==> config.mk <==
export PLATFORM = sky130hd
export DESIGN_NAME = work_dispatcher
export DESIGN_NICKNAME = d
export VERILOG_FILES = /design/src/rtl/bcx_pkg.sv /design/src/rtl/ff_ar.sv /design/src/rtl/work_dispatcher_nonce_counter.sv /design/src/rtl/work_dispatcher.sv
export SDC_FILE = /design/constraint.sdc
export NUM_CORES = 1
export LEC_CHECK = 0
export CAP_MARGIN = 20
export CORE_AREA = 2 2 317 319
export CTS_BUF_LIST = sky130_fd_sc_hd__clkbuf_16
export CTS_CLUSTER_DIAMETER = 100
export DETAILED_ROUTE_END_ITERATION = 7
export DIE_AREA = 0 0 319 321
export PLACE_DENSITY = 0.37
export SYNTH_ARGS = -nofsm -noshare
export SYNTH_HDL_FRONTEND = slang
export SYNTH_SLANG_ARGS = --single-unit
==> constraint.sdc <==
create_clock -name clk -period 17.8 [get_ports clk]
set_clock_uncertainty 0.15 [all_clocks]
set_input_delay 3.56 -clock clk [delete_from_list [all_inputs] [get_ports clk]]
set_output_delay 3.56 -clock clk [all_outputs]
set_load 0.05 [all_outputs]
**Run 1: signal wires by layer**

Only two layers are drawn.
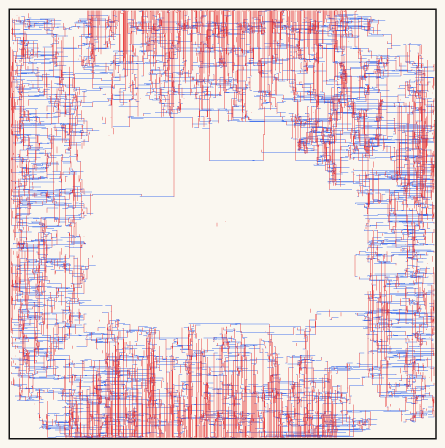
color	layer	wire length
red	met2	33.3 mm
blue	met1	25.9 mm
Via Count: 14.87k
final wirelength: 67.96 mm
gr usage total: 12.90%
drt wl/cell: 17.40 um

**Run 1: PDN straps and rails**

Scale bar: 100 um. Pins as bars on the die edge. Tap cells in gray.
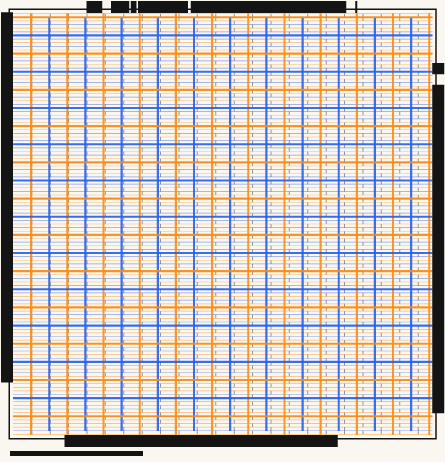
color	net
orange	VSS
blue	VDD
signal pins	810
met4 straps	23
met1 rails	117
maximum vdd drop: 0.1154 mV
chip width: 319 um
Placeable Area: 99280 um^2
Die Height: 321 um

**Run 1: register map, names as in the netlist**

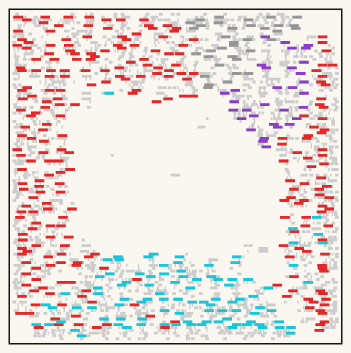
color	name in the netlist	flops
cyan	u_tail_ff.q	96
red	u_midstate_ff.q	256
purple	u_nonce_counter.u_nonce_ff.q	32
not colored	35
Reg area: 10490 um^2
flop share of the area: 38.31%

**Run 1: track usage over the die**

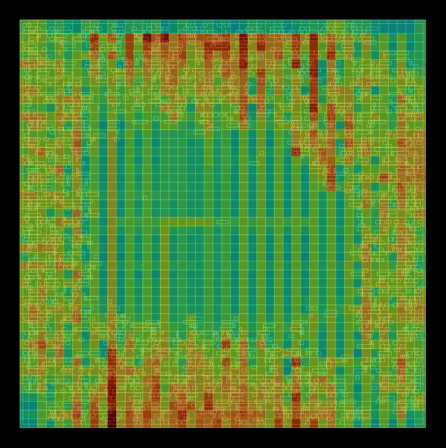
M1 GR Usage: 14.35%
met2 Usage GRT: 22.02%
gr busiest metal: met2

==> flow_metrics.env <==
# source this file to load flow results
export IMPL_synth_cells=1776
export IMPL_clkPwrFrac_pct=17.1
export IMPL_setup_viol=0
export IMPL_setup_worst_path_end_class="output pin"
export IMPL_place_inst=3801
export IMPL_route_detailed_drc=0
export IMPL_synthAdderAreaFrac_pct=0.07722
export IMPL_p_seq_mw=1.62
export IMPL_hold_class="reg2reg"
export IMPL_cts_setup_buffers=0
export IMPL_cp_arrival_ns=5.64
export IMPL_grt_overflow=0
export IMPL_final_min_clock_period_ns=9.349
export IMPL_fin_nets=2952
export IMPL_p_per_area_nw_per_um2=216.5
export IMPL_drive_above_1_share_pct=3.917
export IMPL_final_cells=3906
export IMPL_setup_tns_ns=0
export IMPL_clkTransAtPathRegs_ns=0.06
export IMPL_hold_violations=0
export IMPL_critPathLaunchType="input pin"
export IMPL_common_cells="nand2_1 (1071), dfrtp_1 (419), clkbuf_1 (88), a22o_1 (32), a21oi_1 (19)"
export IMPL_gp_congestion=0.7789
export IMPL_antenna_left=0
export IMPL_yosys_area_share_simple_pct=28.46
export IMPL_grt_pass1_vias=15650
export IMPL_p_int_mw=2.950
export IMPL_status="finished clean"
export IMPL_top_layer="met5"
export IMPL_yosys_area_top_type="dfrtp_1"
export IMPL_met1_length_mm=25.92
export IMPL_fmax_mhz=107.0
export IMPL_p_total_mw=5.925
export IMPL_synthArstFlopShare_pct=100.0
export IMPL_switchingPower_mw=2.974
export IMPL_maxCapViolCount=0
export IMPL_edf_count=0
export IMPL_fin_area_um2=27370
export IMPL_compound_area_share_pct=3.537
export IMPL_antenna_found_initial=10
export IMPL_numCtsBuffers=55
export IMPL_rows=116
export IMPL_cts_root_buffer="clkbuf_16"
export IMPL_combPwrFrac_pct=55.6
export IMPL_max_slew_margin_rel_pct=16.48
export IMPL_ys_cells=1776
export IMPL_synthesis_nets=2167
export IMPL_cts_tree="built"
export IMPL_clk_latency_ns=0.61
export IMPL_synth_logic_top_family="simple AND/OR/NAND/NOR gates"
export IMPL_htree_levels=2
export IMPL_wl_met2_mm=33.33
export IMPL_mux_area_share_pct=0.1853
export IMPL_post_route_util_pct=27.57
export IMPL_worstPathMaxFanout=39
export IMPL_drt_pass1_iter_count=7
export IMPL_cts_sinks=419
export IMPL_ys_ff=419
export IMPL_placed_cell_area_um2=25710
export IMPL_io_pin_count=810
export IMPL_dp_hpwl_mm=48.96
export IMPL_drt_iter0_drc=699
export IMPL_cts_resized_gates=0
export IMPL_ys_chip_area_um2=16200
export IMPL_avgSynthCellArea_um2=9.123
export IMPL_yosysSeqAreaShare_pct=64.71
export IMPL_tightest_slew_ns=1.253
export IMPL_leakage_nw=12.67
export IMPL_powerComb_mw=3.29
export IMPL_finalClockPeriodUsage_pct=52.52
export IMPL_met3_usage_pct=5.295
export IMPL_hold_buffers=0
export IMPL_p_sw_share_pct=50.20
export IMPL_crit_required_ns=14.09
export IMPL_xor_area_share_pct=0.4865
export IMPL_top_cell_area_share_pct=64.71
export IMPL_rrSetupSlack_ns=14.57
export IMPL_ys_warnings_count=0
export IMPL_finalWorstSetupSlack_ns=8.451
export IMPL_powerClk_mw=1.01
export IMPL_rr_worst_depth=5
export IMPL_p_seq_share_pct=27.3
export IMPL_rsz0062_at_grt="false"
export IMPL_synth_dominant_cell_count="nand2_1"
export IMPL_initCoreUtil_pct=16.32
export IMPL_whs_ns=0.3196
export IMPL_final_max_slew_viol_count=0
export IMPL_port_buffers=809
export IMPL_crit_type="in2out"
export IMPL_cts_buffer_depth=3
export IMPL_topCellsByArea="dfrtp_1 (65%), nand2_1 (25%), clkbuf_1 (2.0%), a22o_1 (1.7%), a21oi_1 (0.59%)"
export IMPL_largest_reg_flops=256
export IMPL_syn_to_final_growth_pct=68.91
export IMPL_dieArea_um2=102400
export IMPL_via_per_inst=3.806
export IMPL_ff_type="dfrtp_1"
export IMPL_grt_max_degree=195
export IMPL_min_delay_path_depth=2
export IMPL_place_ws_ns=8.444
export IMPL_route_met3_wl_mm=6.470
export IMPL_top_power_group="combinational logic"
export IMPL_warnings=32
export IMPL_synth_cell_types=43
export IMPL_synth_area_um2=16200
export IMPL_grt_pass1_wl_mm=101.5
[run 1: area by class of cell]
cell class | instances | area (um^2)
timing repair buffer | 823 | 8260
antenna | 4 | 10.01
inverter | 9 | 41.29
tap | 1298 | 1624
clock inverter | 43 | 195.2
sequential | 419 | 10490
fill | 10620 | 71910
multi-input combinational | 1253 | 5326
clock buffer | 57 | 1426
[run 1: worst max-delay path: stages]
cell	delay, ns
clkdlybuf4s50_1	0.49
or3b_4	0.59
nor2_1	0.17
clkdlybuf4s50_1	0.82
[run 1: placed cells by master, fill, tap and decap left out, types with 10 or more instances in the layout]
cell type        instances
a21oi_1                 19
a22o_1                  32
buf_4                   10
clkbuf_16               57
clkdlybuf4s50_1        809
clkinv_1                15
clkinv_2                12
dfrtp_1                419
inv_1                   20
nand2_1               1071
nand3_1                 16
nor2_1                  17
or3_1                   10
